**src/rtl/deck_shuffler_pkg.sv**
```systemverilog
// card_pkg: shared constants, FSM state type and card decode helpers for the
// deck shuffler.
//   DECK_SIZE / RANKS / IDX_W : deck geometry
//   state_t                   : shuffler FSM states
//   card_info_t               : decoded {value, face, ace} for one card
//   decode_card()             : card index -> blackjack value and flags
//   draw_mask()               : smallest 2^n-1 covering a swap position
//   reduce_addr()             : folds addresses 52..63 back onto the deck
package card_pkg;

  localparam int DECK_SIZE = 52;
  localparam int RANKS     = 13;
  localparam int IDX_W     = 6;

  typedef enum logic [2:0] {
    ST_IDLE,
    ST_INIT,
    ST_SHUFFLE,
    ST_READY,
    ST_FETCH
  } state_t;

  typedef struct packed {
    logic [3:0] value;
    logic       face;
    logic       ace;
  } card_info_t;

  // Suit is irrelevant to blackjack, so only the rank (index mod 13) matters.
  function automatic card_info_t decode_card(input logic [IDX_W-1:0] idx);
    card_info_t info;
    logic [IDX_W-1:0] rank;
    rank      = idx % 6'(RANKS);
    info.ace  = (rank == 6'd0);
    info.face = (rank >= 6'd10);
    if (rank == 6'd0)
      info.value = 4'd1;
    else if (rank >= 6'd10)
      info.value = 4'd10;
    else
      info.value = rank[3:0] + 4'd1;
    return info;
  endfunction

  // Masking the LFSR to the smallest all-ones value >= i keeps the rejection
  // rate below one half while staying uniform over 0..i.
  function automatic logic [IDX_W-1:0] draw_mask(input logic [IDX_W-1:0] i);
    if (i <= 6'd1)
      return 6'd1;
    else if (i <= 6'd3)
      return 6'd3;
    else if (i <= 6'd7)
      return 6'd7;
    else if (i <= 6'd15)
      return 6'd15;
    else if (i <= 6'd31)
      return 6'd31;
    else
      return 6'd63;
  endfunction

  function automatic logic [IDX_W-1:0] reduce_addr(input logic [IDX_W-1:0] addr);
    if (addr >= 6'(DECK_SIZE))
      return addr - 6'(DECK_SIZE);
    else
      return addr;
  endfunction

endpackage

```
**src/rtl/deck_shuffler_if.sv**
```systemverilog
// deck_shuffler_if: card-request bus between the Blackjack controller
// (master) and the deck shuffler (slave).
//   Shuffler        : shuffle request level (master -> slave)
//   Sum             : card request level (master -> slave)
//   i_Memory_Adress : deck position to read (master -> slave)
//   Finish          : deck shuffled and readable (slave -> master)
//   Ok              : one-cycle strobe, card fields valid (slave -> master)
//   Card_Value      : blackjack value 1..10 (slave -> master)
//   o_Face / o_Ace  : card is J/Q/K / card is an ace (slave -> master)
interface deck_shuffler_if;
  import card_pkg::*;

  logic             Shuffler;
  logic             Sum;
  logic [IDX_W-1:0] i_Memory_Adress;
  logic             Finish;
  logic             Ok;
  logic [3:0]       Card_Value;
  logic             o_Face;
  logic             o_Ace;

  modport master (
    output Shuffler, Sum, i_Memory_Adress,
    input  Finish, Ok, Card_Value, o_Face, o_Ace
  );

  modport slave (
    input  Shuffler, Sum, i_Memory_Adress,
    output Finish, Ok, Card_Value, o_Face, o_Ace
  );

endinterface

```
**src/rtl/deck_shuffler_lfsr16.sv**
```systemverilog
// lfsr16: free-running 16-bit Galois LFSR, polynomial 0xB400.
//   Clock      : rising-edge clock
//   Reset      : asynchronous active-high reset, loads the seed
//   lfsr_state : current 16-bit register contents
module lfsr16 #(
  parameter logic [15:0] SEED = 16'hACE1
) (
  input  logic        Clock,
  input  logic        Reset,
  output logic [15:0] lfsr_state
);

  // An all-zero seed would lock the register up, so it is replaced by 1.
  localparam logic [15:0] SEED_EFF = (SEED == 16'h0000) ? 16'h0001 : SEED;
  localparam logic [15:0] POLY     = 16'hB400;

  // Advances every cycle regardless of what the rest of the design is doing.
  always_ff @(posedge Clock or posedge Reset) begin
    if (Reset)
      lfsr_state <= SEED_EFF;
    else if (lfsr_state[0])
      lfsr_state <= (lfsr_state >> 1) ^ POLY;
    else
      lfsr_state <= lfsr_state >> 1;
  end

endmodule

```
**src/rtl/deck_shuffler.sv**
```systemverilog
// deck_shuffler: 52-card deck store with Fisher-Yates shuffle for the
// Blackjack table.
//   SEED       : LFSR reset value (0 is replaced by 1)
//   SHUFFLE_EN : 0 leaves the deck in identity order after initialisation
//   Clock      : rising-edge clock
//   Reset      : asynchronous active-high reset
//   bus        : deck_shuffler_if slave port (requests in, card data out)
module deck_shuffler
  import card_pkg::*;
#(
  parameter logic [15:0] SEED       = 16'hACE1,
  parameter bit          SHUFFLE_EN = 1'b1
) (
  input  logic            Clock,
  input  logic            Reset,
  deck_shuffler_if.slave  bus
);

  state_t           state;
  state_t           state_next;
  logic [IDX_W-1:0] deck [DECK_SIZE];
  logic [IDX_W-1:0] init_idx;
  logic [IDX_W-1:0] swap_idx;
  logic [IDX_W-1:0] draw;
  logic             draw_ok;
  logic [15:0]      lfsr_state;
  logic             lfsr_unused;
  logic             shuf_prev;
  logic             sum_prev;
  logic             shuf_edge;
  logic             sum_edge;
  logic             init_we;
  logic             swap_we;
  logic             fetch_load;
  card_info_t       card_q;

  lfsr16 #(.SEED(SEED)) u_lfsr (
    .Clock      (Clock),
    .Reset      (Reset),
    .lfsr_state (lfsr_state)
  );

  // Only the low six bits pick swap partners; the rest just carry the sequence.
  assign lfsr_unused = ^lfsr_state[15:IDX_W];
  assign draw        = lfsr_state[IDX_W-1:0] & draw_mask(swap_idx);
  assign draw_ok     = (draw <= swap_idx);

  // Registered edge detectors: a rising input shows up as a one-cycle pulse
  // in the following cycle, so a held level yields exactly one request.
  always_ff @(posedge Clock or posedge Reset) begin
    if (Reset) begin
      shuf_prev <= 1'b0;
      sum_prev  <= 1'b0;
      shuf_edge <= 1'b0;
      sum_edge  <= 1'b0;
    end else begin
      shuf_prev <= bus.Shuffler;
      sum_prev  <= bus.Sum;
      shuf_edge <= bus.Shuffler & ~shuf_prev;
      sum_edge  <= bus.Sum & ~sum_prev;
    end
  end

  // State register.
  always_ff @(posedge Clock or posedge Reset) begin
    if (Reset)
      state <= ST_IDLE;
    else
      state <= state_next;
  end

  // Next-state and control decode. A shuffle request in READY beats a card
  // request arriving in the same cycle; requests in other states are dropped.
  always_comb begin
    state_next = state;
    init_we    = 1'b0;
    swap_we    = 1'b0;
    fetch_load = 1'b0;
    bus.Finish = 1'b0;
    bus.Ok     = 1'b0;
    case (state)
      ST_IDLE: begin
        if (shuf_edge)
          state_next = ST_INIT;
      end
      ST_INIT: begin
        init_we = 1'b1;
        if (init_idx == 6'(DECK_SIZE - 1))
          state_next = SHUFFLE_EN ? ST_SHUFFLE : ST_READY;
      end
      ST_SHUFFLE: begin
        swap_we = draw_ok;
        if (draw_ok && (swap_idx == 6'd1))
          state_next = ST_READY;
      end
      ST_READY: begin
        bus.Finish = 1'b1;
        if (shuf_edge) begin
          state_next = ST_INIT;
        end else if (sum_edge) begin
          fetch_load = 1'b1;
          state_next = ST_FETCH;
        end
      end
      ST_FETCH: begin
        bus.Ok     = 1'b1;
        state_next = ST_READY;
      end
      default: begin
        state_next = ST_IDLE;
      end
    endcase
  end

  // Walking indices: init_idx counts up through INIT, swap_idx counts down
  // through SHUFFLE and only moves on an accepted draw.
  always_ff @(posedge Clock or posedge Reset) begin
    if (Reset) begin
      init_idx <= '0;
      swap_idx <= 6'(DECK_SIZE - 1);
    end else begin
      if (state == ST_INIT)
        init_idx <= init_idx + 6'd1;
      else
        init_idx <= '0;
      if (state != ST_SHUFFLE)
        swap_idx <= 6'(DECK_SIZE - 1);
      else if (draw_ok)
        swap_idx <= swap_idx - 6'd1;
    end
  end

  // Deck storage has no reset; its contents only matter after INIT rewrites
  // every entry. A swap with r == i writes the same value twice, harmlessly.
  always_ff @(posedge Clock) begin
    if (init_we) begin
      deck[init_idx] <= init_idx;
    end else if (swap_we) begin
      deck[swap_idx] <= deck[draw];
      deck[draw]     <= deck[swap_idx];
    end
  end

  // The array is read and decoded on the edge that accepts the request, so
  // the card is already registered when FETCH raises Ok. The fields then hold
  // until the next accepted request.
  always_ff @(posedge Clock or posedge Reset) begin
    if (Reset)
      card_q <= '0;
    else if (fetch_load)
      card_q <= decode_card(deck[reduce_addr(bus.i_Memory_Adress)]);
  end

  assign bus.Card_Value = card_q.value;
  assign bus.o_Face     = card_q.face;
  assign bus.o_Ace      = card_q.ace;

endmodule

```
**src/flat_wrapper.sv**
```systemverilog
// flat-port wrapper written by rule: the top's interface ports become plain ports
module deck_shuffler_flat import card_pkg::*;
#(
  parameter logic [15:0] SEED       = 16'hACE1,
  parameter bit          SHUFFLE_EN = 1'b1
)
  (Clock, Reset, bus_Shuffler, bus_Sum, bus_i_Memory_Adress, bus_Finish, bus_Ok, bus_Card_Value, bus_o_Face, bus_o_Ace);
  deck_shuffler_if bus_i ();
  input  logic Clock;
  input  logic Reset;
  input wire logic [$bits(bus_i.Shuffler)-1:0] bus_Shuffler;
  input wire logic [$bits(bus_i.Sum)-1:0] bus_Sum;
  input wire logic [$bits(bus_i.i_Memory_Adress)-1:0] bus_i_Memory_Adress;
  output wire logic [$bits(bus_i.Finish)-1:0] bus_Finish;
  output wire logic [$bits(bus_i.Ok)-1:0] bus_Ok;
  output wire logic [$bits(bus_i.Card_Value)-1:0] bus_Card_Value;
  output wire logic [$bits(bus_i.o_Face)-1:0] bus_o_Face;
  output wire logic [$bits(bus_i.o_Ace)-1:0] bus_o_Ace;
  assign bus_i.Shuffler = bus_Shuffler;
  assign bus_i.Sum = bus_Sum;
  assign bus_i.i_Memory_Adress = bus_i_Memory_Adress;
  assign bus_Finish = bus_i.Finish;
  assign bus_Ok = bus_i.Ok;
  assign bus_Card_Value = bus_i.Card_Value;
  assign bus_o_Face = bus_i.o_Face;
  assign bus_o_Ace = bus_i.o_Ace;
  deck_shuffler #(.SEED(SEED), .SHUFFLE_EN(SHUFFLE_EN)) u_core (.Clock(Clock), .Reset(Reset), .bus(bus_i));
endmodule
```
**config.mk**
```make
export PLATFORM = sky130hd
export DESIGN_NAME = deck_shuffler_flat
export DESIGN_NICKNAME = d
export VERILOG_FILES = /design/src/rtl/deck_shuffler_pkg.sv /design/src/rtl/deck_shuffler_if.sv /design/src/rtl/deck_shuffler_lfsr16.sv /design/src/rtl/deck_shuffler.sv /design/src/flat_wrapper.sv
export SDC_FILE = /design/constraint.sdc
export NUM_CORES = 1
export LEC_CHECK = 0
export CORE_UTILIZATION = 45
export DETAILED_ROUTE_END_ITERATION = 7
export RECOVER_POWER = 25
export SETUP_SLACK_MARGIN = 0.15
export SLEW_MARGIN = 20
export SYNTH_ARGS = -nofsm -noshare
export SYNTH_HDL_FRONTEND = slang
export SYNTH_SLANG_ARGS = --single-unit
```
**constraint.sdc**
```tcl
create_clock -name Clock -period 17.1 [get_ports Clock]
set_clock_uncertainty 0.2 [all_clocks]
set_input_delay 3.42 -clock Clock [delete_from_list [all_inputs] [get_ports Clock]]
set_output_delay 3.42 -clock Clock [all_outputs]
set_load 0.05 [all_outputs]
```
**Supply network**

Pins as bars on the die edge.
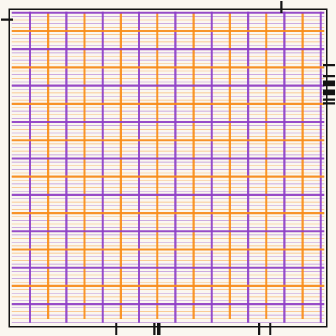
Key: orange = VDD; purple = VSS
17 straps on met4. 17 straps on met5. 18 signal pins sit on the boundary. The core has 85 rows.
die span in x: 236.0 um
Max IR drop VDD: 119.6 uV
die height: 236.0 um
CORE AREA: 0.05392 mm^2

**Placed cells, one colour a class**

Bar = 50 um.
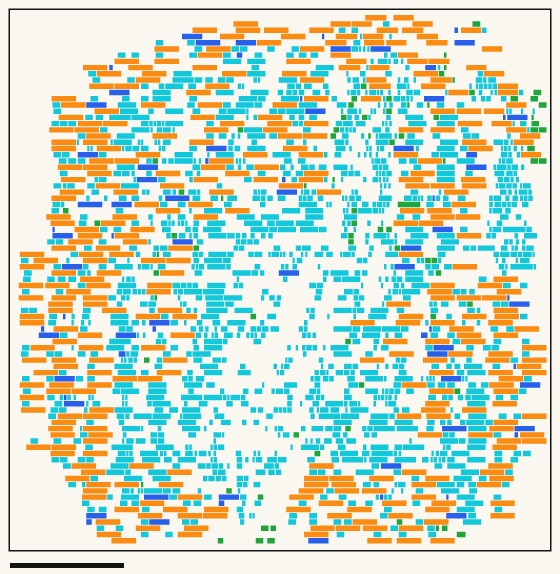
Key: orange = flip-flops [cells 353]; green = other buffers and delay cells [cells 79]; cyan = all other logic [cells 1434]; blue = clock drivers and dummy loads [cells 74]
row cnt: 85
Core Util, Final: 0.4974
post-route cell area: 0.02682 mm^2

==> impl_metrics.json <==
{
  "final_cell_mix": "mux2i_1, edfxtp_1, mux4_2",
  "critical-path-slowest-cell": "o21ai_2",
  "cpPeakStageDelay_ns": 0.60,
  "status": "finished, violations left",
  "cp.required_ns": 17.36,
  "slew_viol_final": 181,
  "grt_max_degree": 54,
  "violations": "capacitance limit, slew limit",
  "edf_count": 312,
  "clock.fmax_mhz": 94.08,
  "critPathLaunch": "bus_i_Memory_Adress[2]",
  "cts_max_level": 2,
  "clkCellAreaFrac": 0.05048,
  "start_kind": "input pin",
  "buffers": 79,
  "post_cts_buffers": 0,
  "largest_reg_flops": 312,
  "ys.flop_type": "edfxtp_1",
  "synth-xor-area-share": 0.006095,
  "wl_um": 98400,
  "syn_nets": 1995,
  "mostFrequentLayoutCell": "mux2i_1",
  "clkTransAtPathRegs_ns": 0.05,
  "ys_sh_simple": 0.07664,
  "drtAntennaViolNets": 0,
  "design.seq.count": 353,
  "hold_viol": 0,
  "cts_tree": "built",
  "ios": 18,
  "place_inst": 2560,
  "place.gp.congestion": 1.009,
  "criticalPathCategory": "input pin to register",
  "power_density_mw_per_mm2": 135.4,
  "max-cap-violations": 7,
  "worstHoldStart": "u_core.u_lfsr.lfsr_state[12]",
  "avgSynthCellArea_um2": 12.52,
  "top_cell": "mux2i_1",
  "p_leak_uw": 0.01013,
  "seq_area_mm2": 0.01042,
  "tool_warnings": 31,
  "busiest_layer": "met2",
  "met1_length_um": 36430,
  "grt_use_total": 0.3530,
  "p_sw_uw": 1426
}
## power groups by stage
stage | combinational (uW) | sequential, uW | clock, uW
6_report | 1510 | 1220 | 910
3_3_place_gp | 1430 | 1230 | 0
2_1_floorplan | 994 | 1190 | 0
4_1_cts | 1470 | 1210 | 916
3_5_place_dp | 1470 | 1230 | 0
5_1_grt | 1580 | 1220 | 945
## stage by stage
stage	setup slack, ns	power [uW]	instance area, um^2	hold WS, ns
floorplan	7.580	2186	24630	0.1312
global placement	5.733	2662	25520	0.1346
detailed placement	5.583	2694	25520	0.1372
CTS	6.157	3600	26870	0.1518
global route	5.920	3741	26820	0.1514
finish	6.470	3631	26820	0.1496
No activity file was given, so power comes from the tool's default toggle rates.
